**config.mk**
```make
export PLATFORM = sky130hd
export DESIGN_NAME = apb_slave_regfile
export DESIGN_NICKNAME = d
export VERILOG_FILES = /design/src/rtl/apb_slave_regfile.sv
export SDC_FILE = /design/constraint.sdc
export NUM_CORES = 1
export LEC_CHECK = 0
export ABC_CLOCK_PERIOD_IN_PS = 22200
export CAP_MARGIN = 20
export CELL_PAD_IN_SITES_DETAIL_PLACEMENT = 1
export CELL_PAD_IN_SITES_GLOBAL_PLACEMENT = 1
export CORE_UTILIZATION = 40
export CTS_CLUSTER_DIAMETER = 50
export DETAILED_ROUTE_END_ITERATION = 8
export PLACE_DENSITY_LB_ADDON = 0.1
export RECOVER_POWER = 50
export SLEW_MARGIN = 20
export SYNTH_ARGS = -nofsm -noshare
export SYNTH_HDL_FRONTEND = slang
export SYNTH_SLANG_ARGS = --single-unit
```
**constraint.sdc**
```tcl
create_clock -name Hclk -period 22.2 [get_ports Hclk]
set_input_delay 6.66 -clock Hclk [delete_from_list [all_inputs] [get_ports Hclk]]
set_output_delay 6.66 -clock Hclk [all_outputs]
set_load 0.01 [all_outputs]
```
**src/rtl/apb_slave_regfile.sv**
```systemverilog
// apb_slave_regfile: APB responder with a word-addressed register file, wait-state insertion and error response.
// Register 0 is a read-only ID word; register 1 is exported as ctrl_out.
module apb_slave_regfile #(
    parameter logic [31:0] BASE_ADDR   = 32'h8000_0000,
    parameter int          ADDR_W      = 8,
    parameter int          NUM_REGS    = 16,
    parameter int          WAIT_STATES = 1,
    parameter logic [31:0] ID_VALUE    = 32'hA2B0_0001
) (
    input  logic        Hclk,
    input  logic        Hreset,
    input  logic        Psel,
    input  logic        Penable,
    input  logic        Pwrite,
    input  logic [31:0] Paddr,
    input  logic [31:0] Pwdata,
    output logic [31:0] Prdata,
    output logic        Pready,
    output logic        Pslverr,
    output logic [31:0] ctrl_out
);
    localparam int IW = ADDR_W - 2;

    typedef enum logic [1:0] {IDLE, WAIT, RESP} state_t;

    state_t        state_q;
    logic [IW-1:0] idx_q;
    logic          write_q;
    logic          err_q;
    logic [3:0]    cnt_q;
    logic [31:0]   prdata_q;
    logic          pready_q;
    logic          pslverr_q;
    logic [31:0]   regs_q [NUM_REGS-1:1];

    logic [IW-1:0] live_idx;
    logic [IW-1:0] cur_idx;
    logic          live_err;
    logic          cur_err;
    logic          cur_wr;
    logic [31:0]   rd_data;

    // In IDLE the live bus decode is used so a zero-wait read can respond straight from setup.
    always_comb begin
        live_idx = Paddr[ADDR_W-1:2];
        live_err = (Paddr[31:ADDR_W] != BASE_ADDR[31:ADDR_W]) || (Paddr[1:0] != 2'b00)
                 || (32'(live_idx) >= NUM_REGS) || (Pwrite && live_idx == '0);
        cur_idx  = (state_q == IDLE) ? live_idx : idx_q;
        cur_err  = (state_q == IDLE) ? live_err : err_q;
        cur_wr   = (state_q == IDLE) ? Pwrite : write_q;
        rd_data  = ID_VALUE;
        for (int i = 1; i < NUM_REGS; i++)
            if (32'(cur_idx) == i) rd_data = regs_q[i];
        if (cur_err || cur_wr) rd_data = '0;
    end

    always_ff @(posedge Hclk or posedge Hreset) begin
        if (Hreset) begin
            state_q   <= IDLE;
            idx_q     <= '0;
            write_q   <= 1'b0;
            err_q     <= 1'b0;
            cnt_q     <= '0;
            prdata_q  <= '0;
            pready_q  <= 1'b0;
            pslverr_q <= 1'b0;
            for (int i = 1; i < NUM_REGS; i++) regs_q[i] <= '0;
        end else begin
            pready_q  <= 1'b0;
            pslverr_q <= 1'b0;
            prdata_q  <= '0;
            case (state_q)
                IDLE: if (Psel && !Penable) begin
                    idx_q   <= live_idx;
                    write_q <= Pwrite;
                    err_q   <= live_err;
                    cnt_q   <= 4'(WAIT_STATES);
                    if (WAIT_STATES == 0) begin
                        state_q   <= RESP;
                        pready_q  <= 1'b1;
                        pslverr_q <= live_err;
                        prdata_q  <= rd_data;
                    end else begin
                        state_q <= WAIT;
                    end
                end
                WAIT: if (!Psel) begin
                    state_q <= IDLE;
                end else begin
                    cnt_q <= cnt_q - 4'd1;
                    if (cnt_q == 4'd1) begin
                        state_q   <= RESP;
                        pready_q  <= 1'b1;
                        pslverr_q <= err_q;
                        prdata_q  <= rd_data;
                    end
                end
                RESP: begin
                    state_q <= IDLE;
                    for (int i = 1; i < NUM_REGS; i++)
                        if (Psel && write_q && !err_q && 32'(idx_q) == i) regs_q[i] <= Pwdata;
                end
                default: state_q <= IDLE;
            endcase
        end
    end

    assign Prdata   = prdata_q;
    assign Pready   = pready_q;
    assign Pslverr  = pslverr_q;
    assign ctrl_out = regs_q[1];
endmodule

```
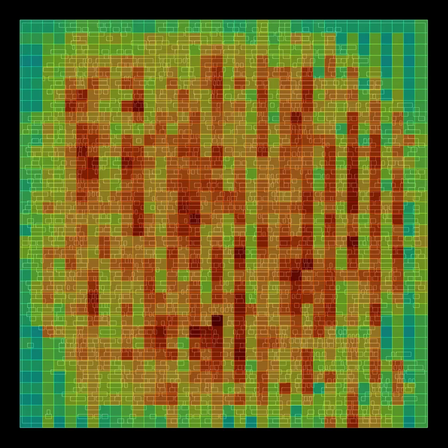
congestion_map.png
gr usage total: 0.297
post-DR wirelength/cell: 32.0 µm

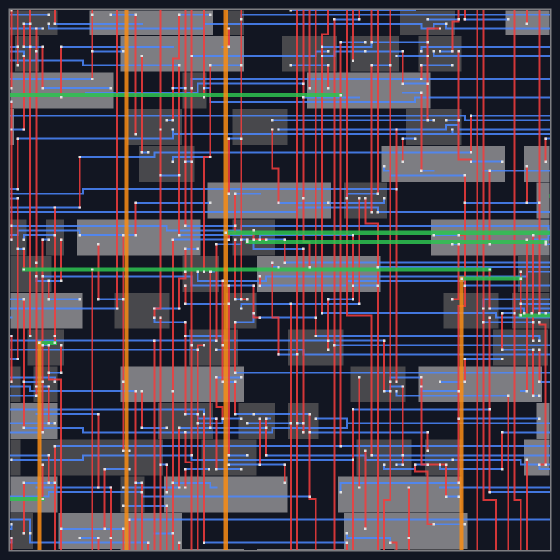
closeup.png
Region (105, 155) to (145, 195) µm. Cells in grey, sequential cells in the stronger grey; small squares are vias.
layer	colour
M2	red
M1	blue
M4	orange
M3	green
netlist names of flops here include	`regs_q` (16)
sequential cells in the window	16
cells with their middle in the window	53
most frequent	mux2_2 (16), dfrtp_1 (16), a21oi_1 (4)

==> flow_metrics.py <==
# Generated from Yosys and OpenROAD reports
metrics = {
    "min_path": {
        "min_to": "regs_q[93]$_DFFE_PP0P_",
        "hold_class": "reg2reg",
        "hold_depth": 1,
        "min-delay-start": "regs_q[93]$_DFFE_PP0P_",
    },
    "synth": {
        "ys_seq_share": 0.540,
        "yosysWarnings": 0,
        "synth-main-ff-cell": "dfrtp_1",
        "yosysMostFrequentCell": "dfrtp_1",
        "logic_family": "multiplexers",
    },
    "sta": {
        "worst_pin_slew_ns": 5.50,
        "setup_viol": 0,
        "drv_slew": 448,
        "slew-limit-headroom": -2.67,
        "fin_ws_ns": 8.49,
        "hold_slack_ns": 0.494,
        "fin_skew_ns": 0.0288,
        "finalClockPeriodUsage": 0.618,
        "rsz0062_at_grt": "no",
    },
    "layout": {
        "combAreaFraction": 0.358,
        "largest_reg_flops": 448,
        "drive_gt1_frac": 0.334,
        "num-multi-input-gates": 1217,
        "n_all_buffers": 190,
        "num-clock-buffers": 98,
        "fillers": 6113,
        "logic_area_um2": 10300,
        "fin_util": 0.474,
        "fin_nets": 2091,
    },
    "power": {
        "powerDensity_nw_per_um2": 91.6,
        "ir_worst_vdd_uv": 66.8,
        "p_leak_nw": 13.3,
        "totalPowerFinal_mw": 2.62,
        "pg_comb_uw": 455,
        "combinationalPowerShare": 0.174,
    },
    "critical_path": {
        "critical_path.top_delay_family": "buffers and inverters",
        "crit_required_ns": 22.19,
        "worstPathMaxFanout": 108,
        "startpoint": "Hreset",
        "r2r_end": "regs_q[92]$_DFFE_PP0P_",
        "critical_path.max_stage_delay_ns": 2.95,
    },
    "job": {
        "drv_cap": 7,
    },
    "global_route": {
        "grt.met2_usage": 0.479,
        "grt_max_degree": 109,
        "met3_usage": 0.0382,
        "busiest_layer": "met2",
    },
    "cts": {
        "cts_buffers": 72,
        "cts_tree": "yes",
        "cts_max_path_buffers": 3,
    },
    "routing": {
        "drc": 0,
        "drt-total-wl_um": 91300,
        "wl_met1_um": 40000,
        "top_layer_used": "met5",
        "first_pass_iters": 5,
        "wl_met3_um": 4870,
    },
    "run_status": {
        "status": "complete, but fails checks",
        "failed_checks": "max-capacitance violations, max-slew violations",
    },
    "place": {
        "portBuffers": 134,
        "dpl-instance-area_um2": 26200,
        "place_inst": 2725,
    },
    "floorplan": {
        "fp_util": 0.405,
    },
}
Power is estimated from default activity; no workload was simulated.
